==> config.mk <==
export PLATFORM = sky130hd
export DESIGN_NAME = decode
export DESIGN_NICKNAME = d
export VERILOG_FILES = /design/src/rtl/decode.sv
export SDC_FILE = /design/constraint.sdc
export NUM_CORES = 1
export LEC_CHECK = 0
export ABC_CLOCK_PERIOD_IN_PS = 3600
export CAP_MARGIN = 40
export CORE_UTILIZATION = 49
export DETAILED_ROUTE_END_ITERATION = 8
export GPL_ROUTABILITY_DRIVEN = 0
export MAX_ROUTING_LAYER = met4
export PLACE_DENSITY = 0.91
export SYNTH_ARGS = -nofsm -noshare
export SYNTH_HDL_FRONTEND = slang
export SYNTH_SLANG_ARGS = --single-unit
==> constraint.sdc <==
create_clock -name clk -period 3.6 [get_ports clk]
set_input_delay 0.54 -clock clk [delete_from_list [all_inputs] [get_ports clk]]
set_output_delay 0.54 -clock clk [all_outputs]
set_load 0.02 [all_outputs]
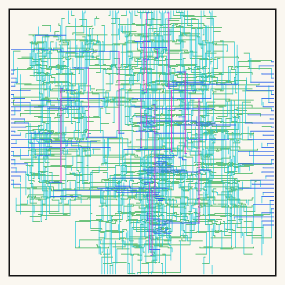
run_1/wires.png
Scale: 3 px per µm.
| colour | layer | wire length |
|---|---|---|
| cyan | metal 2 | 5080 µm |
| green | metal 1 | 4400 µm |
| blue | metal 3 | 950 µm |
| magenta | metal 4 | 335 µm |
overall track demand over capacity in global routing: 28.9%
Routed wire per std cell: 16.2 µm
final WL: 10.8 mm
vias post-DR: 3812

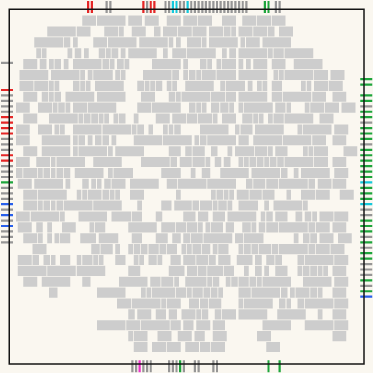
run_1/io_placement.png
Scale: 4 px per µm. Pins as bars across the die edge, other pins in grey.
| colour | port | pins | direction | edge |
|---|---|---|---|---|
| blue | `alu_op` | 4 | output | 3 west, 1 east |
| magenta | `mem_re` | 1 | output | south |
| cyan | `rd_addr` | 5 | output | 3 north, 2 east |
| red | `pc_out` | 12 | output | 7 west, 5 north |
| green | `imm` | 32 | output | 26 east, 3 south, 2 north, 1 west |
chip width: 88.3 µm
Port Buffer Count: 121

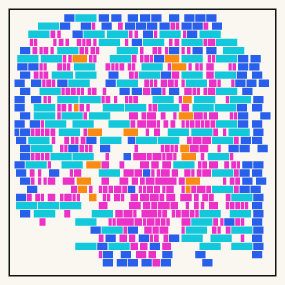
run_1/placement_by_type.png
Scale: 3 px per µm.
| colour | class | cells | share of their area |
|---|---|---|---|
| magenta | combinational and other logic | 337 | 36% |
| cyan | flops | 87 | 35% |
| blue | other buffers and delay cells | 125 | 25% |
| orange | clock drivers and dummy loads | 16 | 3.7% |
cell area after layout: 5060 µm²
share of the final layout cell area in sequential cells: 34.4%
core utilization of the finished layout: 70.1%

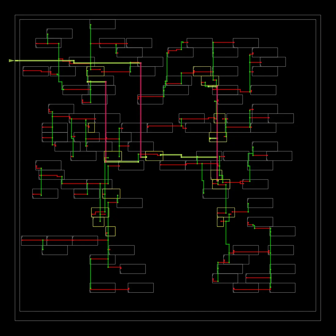
run_1/clocks.png
Clk power: 610 µW
Post-Route Skew: 0.00505 ns
clock buffers: 10
total number of sequential cells: 87

==> flow_summary.rst, run 1 <==
Run summary
-----------

.. list-table::
   :header-rows: 1

   * - Metric
     - Value
   * - Hold slack
     - 0.452 ns
   * - Total power draw
     - about 1900 µW
   * - Cell area after placement
     - 4880 µm²
   * - IR drop worst, VDD
     - 0.000263 V
   * - Power share of the clock group
     - around 32%
   * - Startpoint kind of the worst setup timing path
     - primary input
   * - Synthesis Warnings
     - 0
   * - Main logic family
     - simple AND/OR/NAND/NOR gates
   * - Post-synth design cell area
     - approximately 3700 µm²
   * - Post-synth top area share
     - between 40% and 50%
   * - Maximum achievable frequency
     - 400 MHz
   * - Hold path cells
     - 2
   * - Area of the multi-input gates
     - between 1500 and 2000 µm²
   * - Routed length on met2
     - 5.08 mm
   * - Overflow left after global routing
     - 0
   * - Chip area from the yosys synthesis statistics
     - 3650 µm²
   * - Floorplan net count
     - 504
   * - Final #Nets
     - 608
   * - Antenna Diode Count
     - 0
   * - Clock tree buffer depth
     - 2
   * - Xor/xnor cell area share of the yosys netlist
     - 0.240%
   * - Status
     - finished clean
   * - Max_slew headroom
     - 39.6%
run_1/cell_density.png
Scale: 4 px per µm. 9 x 9 tiles, from black (low) to pale yellow (high), 0 to 100% covered.
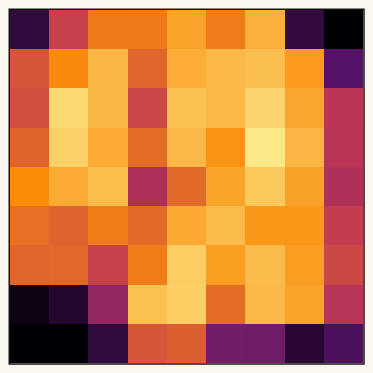

==> run 2: changes to the inputs <==
==> config.mk (replaced) <==
export PLATFORM = sky130hd
export DESIGN_NAME = decode
export DESIGN_NICKNAME = d
export VERILOG_FILES = /design/src/rtl/decode.sv
export SDC_FILE = /design/constraint.sdc
export NUM_CORES = 1
export LEC_CHECK = 0
export ABC_CLOCK_PERIOD_IN_PS = 2400
export CAP_MARGIN = 40
export CORE_UTILIZATION = 46
export DETAILED_ROUTE_END_ITERATION = 8
export GPL_ROUTABILITY_DRIVEN = 0
export MAX_ROUTING_LAYER = met4
export PLACE_DENSITY = 0.86
export SYNTH_ARGS = -nofsm -noshare
export SYNTH_HDL_FRONTEND = slang
export SYNTH_SLANG_ARGS = --single-unit
==> constraint.sdc (replaced) <==
create_clock -name clk -period 2.4 [get_ports clk]
set_input_delay 0.36 -clock clk [delete_from_list [all_inputs] [get_ports clk]]
set_output_delay 0.36 -clock clk [all_outputs]
set_load 0.02 [all_outputs]
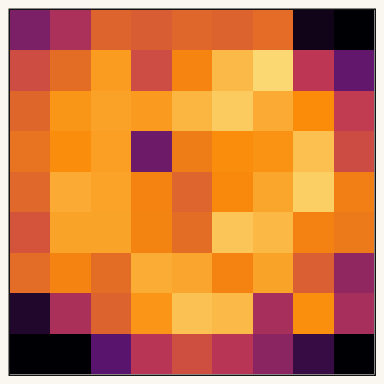
run_2/cell_density.png
Scale: 4 px per µm. 9 x 9 tiles, from black (low) to pale yellow (high), 0 to 100% covered.
emptiest ninth of the die: south-west
tiles over 75% full: 37%
nearly empty tiles: 4.9%
mean over tiles: 62%
fullest tile: 92%
core utilization of the finished layout: 68.4%
area of the core region: 7690 µm²

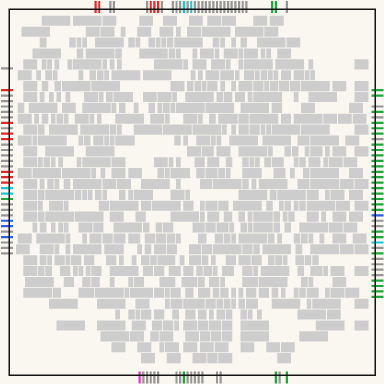
run_2/io_placement.png
Scale: 4 px per µm. Pins as bars across the die edge, other pins in grey.
| colour | port | pins | direction | edge |
|---|---|---|---|---|
| red | `pc_out` | 12 | output | 7 west, 5 north |
| blue | `alu_op` | 4 | output | 3 west, 1 east |
| cyan | `rd_addr` | 5 | output | 2 west, 2 north, 1 east |
| magenta | `mem_re` | 1 | output | south |
| green | `imm` | 32 | output | 26 east, 3 south, 2 north, 1 west |
all pins by edge: 38 east, 33 north, 32 west, 19 south
chip width: 91.1 µm
vertical die size: 91.1 µm

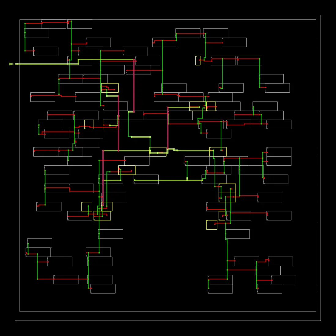
run_2/clocks.png
Clk power: 908 µW
Post-Route Skew: 0.00738 ns
CTS sink cnt: 87
later-pin clock latency in the skew report: 0.35 ns

==> run 2 against run 1 <==
Setup slack lost 0.76 ns. Via count grew 0.16%. Synthesized cell count is the same. Hold slack gained 0.0036 ns. Register-to-register slack lost 1.3 ns. Cell count grew 4.1%.
==> flow_summary.rst, run 2 <==
Run summary
-----------

.. list-table::
   :header-rows: 1

   * - Metric
     - Value
   * - Clock tree buffer depth
     - 2 (unchanged)
   * - Logic power comb
     - 451 µW (was 284 µW)
   * - Status
     - finished clean (unchanged)
   * - Antenna Diode Count
     - 0 (unchanged)
   * - Most common logic cell in the routed design
     - nand2_1 (unchanged)
   * - Floorplan net count
     - 504 (unchanged)
   * - Post-synthesis share of cell area spent on and-or and or-and gates
     - 22.5% (unchanged)
   * - Synthesis Warnings
     - 0 (unchanged)
   * - Main logic family
     - simple AND/OR/NAND/NOR gates (unchanged)
   * - Non-filler instance count after layout
     - 691 (was 664)
   * - Area of the multi-input gates
     - 1760 µm² (unchanged)
   * - Hold path cells
     - 2 (unchanged)
   * - Cell area after layout
     - 5260 µm² (was 5060 µm²)
   * - Clock buffers
     - 10 (unchanged)
   * - Routed wire per std cell
     - 15.6 µm (was 16.2 µm)
   * - Startpoint kind of the worst setup timing path
     - primary input (unchanged)
   * - Leading cell types by total area after synthesis
     - dfxtp_1 (48%), nand2_1 (13%), a21oi_1 (8.9%) (unchanged)
   * - Cell family contributing the most delay on the critical path
     - AND-OR/OR-AND gates (unchanged)
   * - Hold slack
     - 0.456 ns (was 0.452 ns)
   * - Core Density at Floorplan
     - 47.5% (was 50.6%)
   * - IR drop worst, VDD
     - 0.000305 V (was 0.000263 V)
   * - Power of the sequential group
     - 1510 µW (was 1010 µW)
   * - Xor/xnor cell area share of the yosys netlist
     - 0.240% (unchanged)
   * - Total power draw
     - 2870 µW (was 1900 µW)
   * - Required time at the endpoint of the critical path
     - 2.65 ns (was 3.86 ns)
   * - Routed length on met2
     - 5.13 mm (was 5.08 mm)
   * - Chip area
     - 8300 µm² (was 7800 µm²)
   * - Power share of the clock group
     - 31.6% (was 32.0%)
   * - Vias post-DR
     - 3818 (was 3812)
   * - Final WL
     - 10.8 mm (about the same)
   * - Cell area after placement
     - 5080 µm² (was 4880 µm²)
   * - Chip area from the yosys synthesis statistics
     - 3650 µm² (unchanged)
   * - Post-synth design cell area
     - 3650 µm² (unchanged)
   * - Cell count after synthesis
     - 456 (unchanged)
   * - Port Buffer Count
     - 121 (unchanged)
   * - Final #Nets
     - 632 (was 608)
   * - Max_slew headroom
     - 53.0% (was 39.6%)
No activity file was given, so power comes from the tool's default toggle rates.
